**src/rtl/phy_rx_lanes.sv**
```systemverilog
// Multi-lane serial PHY receiver: per-lane comma alignment, lock FSM and byte deframing.
// Optional PHY_RX_RELOCK_EN: a misaligned comma while ACTIVE drops the lane back to SEARCH.
module phy_rx_lanes #(
   parameter int unsigned      LANES      = 2,
   parameter int unsigned      WIDTH      = 8,
   parameter logic [WIDTH-1:0] COMMA      = 8'hBC,
   parameter logic [WIDTH-1:0] IDLE_SYM   = 8'h7C,
   parameter int unsigned      LOCK_COUNT = 4
) (
   input  logic                   clk_8f,
   input  logic                   reset,
   input  logic [LANES-1:0]       data_in,
   output logic [LANES*WIDTH-1:0] data_out,
   output logic [LANES-1:0]       valid_out,
   output logic [LANES-1:0]       active_out,
   output logic                   all_active
);

   localparam int unsigned BIT_W = (WIDTH > 1) ? $clog2(WIDTH) : 1;
   localparam int unsigned CMA_W = $clog2(LOCK_COUNT + 1);
   localparam logic [BIT_W-1:0] LAST_BIT = BIT_W'(WIDTH - 1);
   localparam logic [CMA_W-1:0] LOCK_VAL = CMA_W'(LOCK_COUNT);

   typedef enum logic [1:0] {SEARCH, ALIGN, ACTIVE} state_t;

   for (genvar i = 0; i < LANES; i++) begin : g_lane
      state_t           state_q, state_d;
      // Only the low WIDTH-1 bits of the shift register feed the next candidate.
      logic [WIDTH-2:0] sr_q;
      logic [WIDTH-1:0] cand_c;
      logic [BIT_W-1:0] bit_cnt_q, bit_cnt_d;
      logic [CMA_W-1:0] comma_cnt_q, comma_cnt_d, comma_inc_c;
      logic [WIDTH-1:0] data_q, data_d;
      logic             valid_q, valid_d;
      logic             active_q, active_d;
      logic             byte_done_c;

      assign cand_c      = {sr_q, data_in[i]};
      assign byte_done_c = (bit_cnt_q == LAST_BIT);
      assign comma_inc_c = comma_cnt_q + CMA_W'(1);

      always_ff @(posedge clk_8f or negedge reset) begin
         if (!reset) begin
            state_q     <= SEARCH;
            sr_q        <= '0;
            bit_cnt_q   <= '0;
            comma_cnt_q <= '0;
            data_q      <= '0;
            valid_q     <= 1'b0;
            active_q    <= 1'b0;
         end else begin
            state_q     <= state_d;
            sr_q        <= cand_c[WIDTH-2:0];
            bit_cnt_q   <= bit_cnt_d;
            comma_cnt_q <= comma_cnt_d;
            data_q      <= data_d;
            valid_q     <= valid_d;
            active_q    <= active_d;
         end
      end

      // Lock FSM: sliding comma search, aligned comma counting, then deframing.
      always_comb begin
         state_d     = state_q;
         bit_cnt_d   = bit_cnt_q;
         comma_cnt_d = comma_cnt_q;
         data_d      = data_q;
         valid_d     = valid_q;
         unique case (state_q)
            SEARCH: begin
               if (cand_c == COMMA) begin
                  bit_cnt_d   = '0;
                  comma_cnt_d = CMA_W'(1);
                  state_d     = (LOCK_COUNT == 1) ? ACTIVE : ALIGN;
               end
            end
            ALIGN: begin
               bit_cnt_d = byte_done_c ? '0 : bit_cnt_q + BIT_W'(1);
               if (byte_done_c) begin
                  if (cand_c == COMMA) begin
                     comma_cnt_d = comma_inc_c;
                     if (comma_inc_c == LOCK_VAL) state_d = ACTIVE;
                  end else begin
                     comma_cnt_d = '0;
                     state_d     = SEARCH;
                  end
               end
            end
            ACTIVE: begin
               bit_cnt_d = byte_done_c ? '0 : bit_cnt_q + BIT_W'(1);
               if (byte_done_c) begin
                  if (cand_c != COMMA && cand_c != IDLE_SYM) begin
                     data_d  = cand_c;
                     valid_d = 1'b1;
                  end else begin
                     valid_d = 1'b0;
                  end
               end
`ifdef PHY_RX_RELOCK_EN
               else if (cand_c == COMMA) begin
                  state_d     = SEARCH;
                  valid_d     = 1'b0;
                  comma_cnt_d = '0;
               end
`endif
            end
            default: state_d = SEARCH;
         endcase
         active_d = (state_d == ACTIVE);
      end

      assign data_out[i*WIDTH +: WIDTH] = data_q;
      assign valid_out[i]               = valid_q;
      assign active_out[i]              = active_q;
   end

   // Lags the lane status by one cycle.
   always_ff @(posedge clk_8f or negedge reset) begin
      if (!reset) all_active <= 1'b0;
      else        all_active <= &active_out;
   end

endmodule
```
**config.mk**
```make
export PLATFORM = sky130hd
export DESIGN_NAME = phy_rx_lanes
export DESIGN_NICKNAME = d
export VERILOG_FILES = /design/src/rtl/phy_rx_lanes.sv
export SDC_FILE = /design/constraint.sdc
export NUM_CORES = 1
export LEC_CHECK = 0
export ABC_AREA = 1
export CORE_MARGIN = 4
export CORE_UTILIZATION = 45
export DETAILED_ROUTE_END_ITERATION = 10
export PLACE_DENSITY = 0.65
export REMOVE_ABC_BUFFERS = 1
export SKIP_LAST_GASP = 1
export SLEW_MARGIN = 5
export SYNTH_ARGS = -nofsm -noshare
export SYNTH_HDL_FRONTEND = slang
export SYNTH_SLANG_ARGS = --single-unit
```
**constraint.sdc**
```tcl
create_clock -name clk_8f -period 2.8 [get_ports clk_8f]
set_input_delay 0.42 -clock clk_8f [delete_from_list [all_inputs] [get_ports clk_8f]]
set_output_delay 0.42 -clock clk_8f [all_outputs]
set_load 0.02 [all_outputs]
```
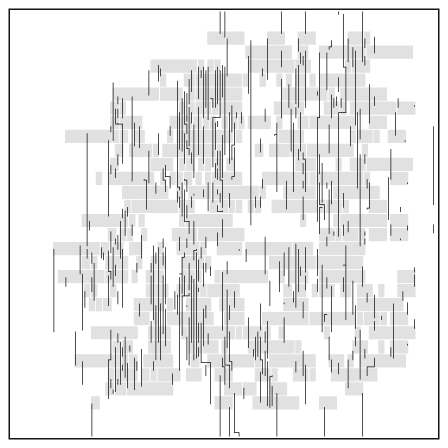
Fig. 1. Met2 routing (run 1).
236 nets have wire on it. The layer carries 1840 um of wire.
total wire length: 3980 um
met2 Use GR: 20.0%
DR vias: 1655

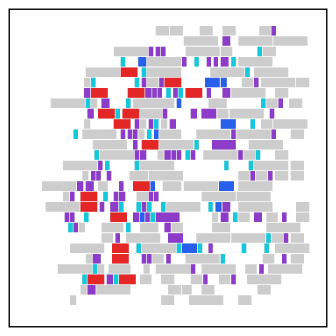
Fig. 2. Selected gate families (run 1).
NAND gates: marked purple, cells 86. inverters: marked cyan, cells 47. adder and majority cells: marked red, cells 17. NOR gates: marked blue, cells 11.
most frequent logic cell in the layout: nand2_1
Cell Count, Final, Fillers Out: 357
logic share of the area: 35.0%

==> results.ini, run 1 <==
[global_routing]
grt_max_degree = 36
grt_first_pass_wirelength_um = 7310
grt_overflow = 0
grt_pass1_vias = 1609
grt-busiest-layer = met2

[yosys]
synth_area_per_cell_sq_um = 9.80
yosys_area_sq_mm = 0.00253
ys_sh_aoi_pct = 12.9
top_area_cell = dfrtp_1
mux_area_share_pct = 0
ys_warn_count = 0
simple_gate_share_pct = 19.1
synth.most_common_cell = nand2_1
ys_top_cells_by_count = nand2_1, dfrtp_1, inv_1
postSynthCellCount = 258
edf_count = 0
synth.distinct_cells = 23
ys_cells = 258
synthTopCellsByArea = dfrtp_1, nand2_1, ha_1, o21ai_2, inv_1
synthXorXnorAreaFrac_pct = 0
synth_area_sq_mm = 0.00253

[timing]
worst_slack_ps = 1080
rsz0062_at_grt = false
setup_viol = 0
finalCritPeriodShare_pct = 61.4
fin_setup_tns_ps = 0
holdWs_ps = 34.2
worst_pin_slew_ps = 434

[drt]
dr_wl_met2_um = 1840
routed.top_layer = met4
first_iter_violations = 49
post_drt_wl_per_cell_um = 11.1
wl_met3_um = 101
routed_via_density = 4.64
wl_met1_um = 2000
drc = 0

[floorplan]
fp.coreArea_sq_mm = 0.00547
die-area_sq_mm = 0.00688
initCoreUtil_pct = 46.2

[place]
dp_slack_ps = 1020
place_inst = 349
placed_area_sq_mm = 0.00281

[power_and_ir_drop]
swShare_pct = 25.7
leakage_nw = 1.43
power-top-group = sequential cells
p_int_w = 0.00109
clkPwrFrac_pct = 34.7
powerDensity_mw_per_mm2 = 503
p_sw_w = 0.000377
ir_drop_mv = 0.208
pwr-share-comb_pct = 10.7

[cells_and_area]
antenna_cells = 0
drive_gt1_share_pct = 18.9
final_layout_top_logic_cells = nand2_1, dfrtp_1, inv_1
nFillCells = 510
layout.nets = 305

[status]
status = complete, no violations

[critical_path]
crit_type = reg -> out
reg2reg_depth = 7
reg2reg_to = g_lane[1].comma_cnt_q[1]$_DFFE_PN0P_
worst-r2r-setup-slack_ps = 1220
endpoint = active_out[0]
critPathLaunchType = register
slowest_delay_ps = 610
crit_cells = 1
rr_startpoint = g_lane[1].state_q[1]$_DFF_PN0_
required_ps = 2380
cpLargestDelayFamily = buffers and inverters
endpoint_kind = output port
crit_path_cell_trace = clkdlybuf4s50_1
crit_start = g_lane[0].active_q$_DFF_PN0_

[worst_hold_path]
min_path_type = in -> async

[run]
maxCapViolCount = 0
tool_warnings = 34

[clock_tree]
cts-root-buf = clkbuf_8
cts_buffer_depth = 2
numCtsBuffers = 5
cts_setup_buffers = 0
cts_resized = 0
cts_tree = built

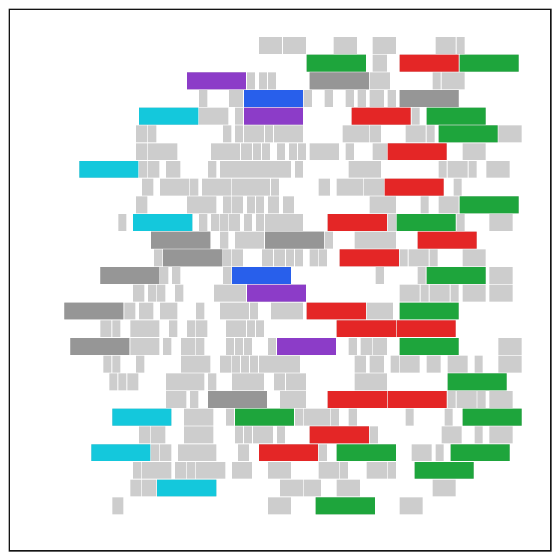
Fig. 3. Sequential cells colored by netlist name (run 1).
`g_lane.state_q`: marked purple, placed flops 4. `g_lane.bit_cnt_q`: marked cyan, placed flops 6. `g_lane.sr_q`: marked red, placed flops 14. `g_lane.data_q`: marked green, placed flops 16. `g_lane.active_q`: marked blue, placed flops 2.
sequential share of cell area: 43.7%
Core Util, Final: 53.4%
Storage cell area: 0.00128 sq mm

-- run 1: registers in the layout, summed over array words and instances, names as in the netlist --
name	count
g_lane.comma_cnt_q	6
g_lane.data_q	16
all_active	1
g_lane.sr_q	14
g_lane.state_q	4
g_lane.bit_cnt_q	6
g_lane.active_q	2
g_lane.valid_q	2
-- run 1: final cells by class --
type	instances	area, sq um	area share (%)
clock buffer	5	68.8	2.36
clock inverter	3	43.8	1.50
inverter	47	176	6.04
multi-input combinational	154	1020	35.0
sequential	51	1280	43.7
tap	72	90.1	3.08
timing repair buffer	25	243	8.31
==> inputs of run 2 (changes only) <==
Clock period 2.8 ns to 1.6 ns, I/O delays scaled along.
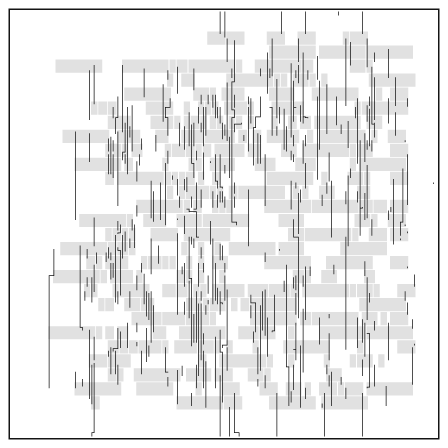
Fig. 4. Met2 routing (run 2).
239 nets have wire on it. The longest straight run is 21.8 um. The layer holds 45% of the routed length.
total wire length: 3920 um
DR vias: 1647
met2 Use GR: 19.7%

==> run 2 against run 1 <==
Effect of this change: first-iteration DRC count grew 16%; largest cell class unchanged; synthesized cell count unchanged; sequential share of layout area fell by 0.97 points; clock-buffer cell count grew 1; register-to-register slack got worse by 1100 ps; area after synthesis unchanged; non-clock buffer count increased by 8; via count decreased by 0.48%; total power up 69%; critical path depth unchanged; sequential cell count did not move.
==> results.ini, run 2 <==
[status]
status = complete, no violations

[cells_and_area]
top_regs = g_lane.data_q x16, g_lane.sr_q x14
flop_area_sq_mm = 0.00128  ; unchanged
drive_gt1_share_pct = 21.5  ; +2.6 points
nNonClkBuffers = 33  ; +32%
antenna_cells = 0  ; unchanged
design.seq.count = 51  ; unchanged
largest_reg_flops = 16  ; unchanged
layout.nets = 313  ; +2.6%
area_dominant_class = registers
comb_area_sq_mm = 0.00103  ; +0.49%
comb_share_pct = 34.4  ; -0.61 points
lay_top_count = nand2_1
final_layout_top_logic_cells = nand2_1, dfrtp_1, inv_1
clk_share_pct = 3.31  ; -0.55 points
nFillCells = 496  ; -2.7%
nClkBuffers = 6  ; +1
n_all_inverters = 47  ; unchanged
sh_seq_area_pct = 42.7  ; -0.97 points
buf_share_pct = 10.6  ; +2.3 points
top_register = g_lane.data_q

[global_routing]
grt_max_degree = 33  ; -8.3%
grt_pass1_vias = 1609  ; unchanged
grt_first_pass_wirelength_um = 7280  ; -0.38%
grt_overflow = 0  ; unchanged

[power_and_ir_drop]
ir_drop_mv = 0.335  ; +61%
pwr-share-comb_pct = 11.6  ; +0.9 points
swShare_pct = 27.1  ; +1.4 points
powerDensity_mw_per_mm2 = 832  ; +66%
clkPwrFrac_pct = 31.9  ; -2.8 points
p_sw_w = 0.000673  ; +78%
leakage_nw = 1.46  ; +2.2%
power-top-group = sequential cells

[critical_path]
crit_cells = 1  ; unchanged
endpoint_kind = output port
worst-r2r-setup-slack_ps = 120  ; -1100 ps
rr_startpoint = g_lane[0].state_q[0]$_DFF_PN0_
reg2reg_to = g_lane[0].comma_cnt_q[1]$_DFFE_PN0P_
cpLargestDelayFamily = buffers and inverters
slowest_delay_ps = 610  ; about the same
required_ps = 1360  ; -1020 ps
reg2reg_depth = 7  ; unchanged
arrival_ps = 1300
crit_type = reg -> out
crit_start = g_lane[0].active_q$_DFF_PN0_
crit_path_cell_trace = clkdlybuf4s50_1

[yosys]
synthTopCellsByArea = dfrtp_1, nand2_1, ha_1, o21ai_2, inv_1
synthXorXnorAreaFrac_pct = 0  ; unchanged
ys_warn_count = 0  ; unchanged
ys_top_cells_by_count = nand2_1, dfrtp_1, inv_1
yosys_area_sq_mm = 0.00253  ; unchanged
ys_cells = 258  ; unchanged
simple_gate_share_pct = 19.1  ; unchanged
synth_area_per_cell_sq_um = 9.80  ; unchanged
postSynthCellCount = 258  ; unchanged
top_area_cell = dfrtp_1
ys_sh_aoi_pct = 12.9  ; unchanged
mux_area_share_pct = 0  ; unchanged
edf_count = 0  ; unchanged
synth.most_common_cell = nand2_1
synth_area_sq_mm = 0.00253  ; unchanged
synth.distinct_cells = 23  ; unchanged

[floorplan]
initCoreUtil_pct = 46.2  ; unchanged
io_pins = 25
fp.coreArea_sq_mm = 0.00547  ; unchanged
tap_cells = 72  ; unchanged

[clock_tree]
cts_buffer_depth = 2  ; unchanged
cts_tree = built
numCtsBuffers = 5  ; unchanged
cts-root-buf = clkbuf_8
cts_setup_buffers = 0  ; unchanged

[timing]
finalCritPeriodShare_pct = 96.4
skew_ps = 6.11
rsz0062_at_grt = false
setup_viol = 0  ; unchanged
fin_setup_tns_ps = 0  ; unchanged

[drt]
routed_via_density = 4.51  ; -2.7%
drc = 0  ; unchanged
post_drt_wl_per_cell_um = 10.7  ; -3.6%

[place]
placed_area_sq_mm = 0.00287  ; +2.3%

[run]
maxCapViolCount = 0  ; unchanged

[worst_hold_path]
min_path_type = reg -> reg

==> run 2: cell count changes in the layout (fill, tap and decap cells not counted), sizes merged <==
cell and change:
buf +7, bufinv -1, clkbuf +1, clkinv -1
clkinvlp +1, dlygate4sd3 +1
==> run 2: stage by stage <==
step	hold WS [ps]	util, %	power (W)	std cells	setup slack, ps
after floorplan	-55.6	-	0.00163	252	180
after global placement	223	52.5	0.00172	356	14.5
after detailed placement	226	52.5	0.00172	356	5.35
after CTS	385	54.5	0.00253	365	28.1
after global routing	401	54.6	0.00263	365	0.264
final	385	54.6	0.00249	365	57.6
==> run 2: routing by layer <==
layer	wire, um	up-vias	share of wire, %	global-route usage, %
met5	0	-	0	0
met4	72	0	1.8	5.79
met3	108	7	2.8	2.58
met2	1760	18	45	19.7
met1	1980	750	50	17.1
li1	-	872	-	-
No activity file was given, so power comes from the tool's default toggle rates.
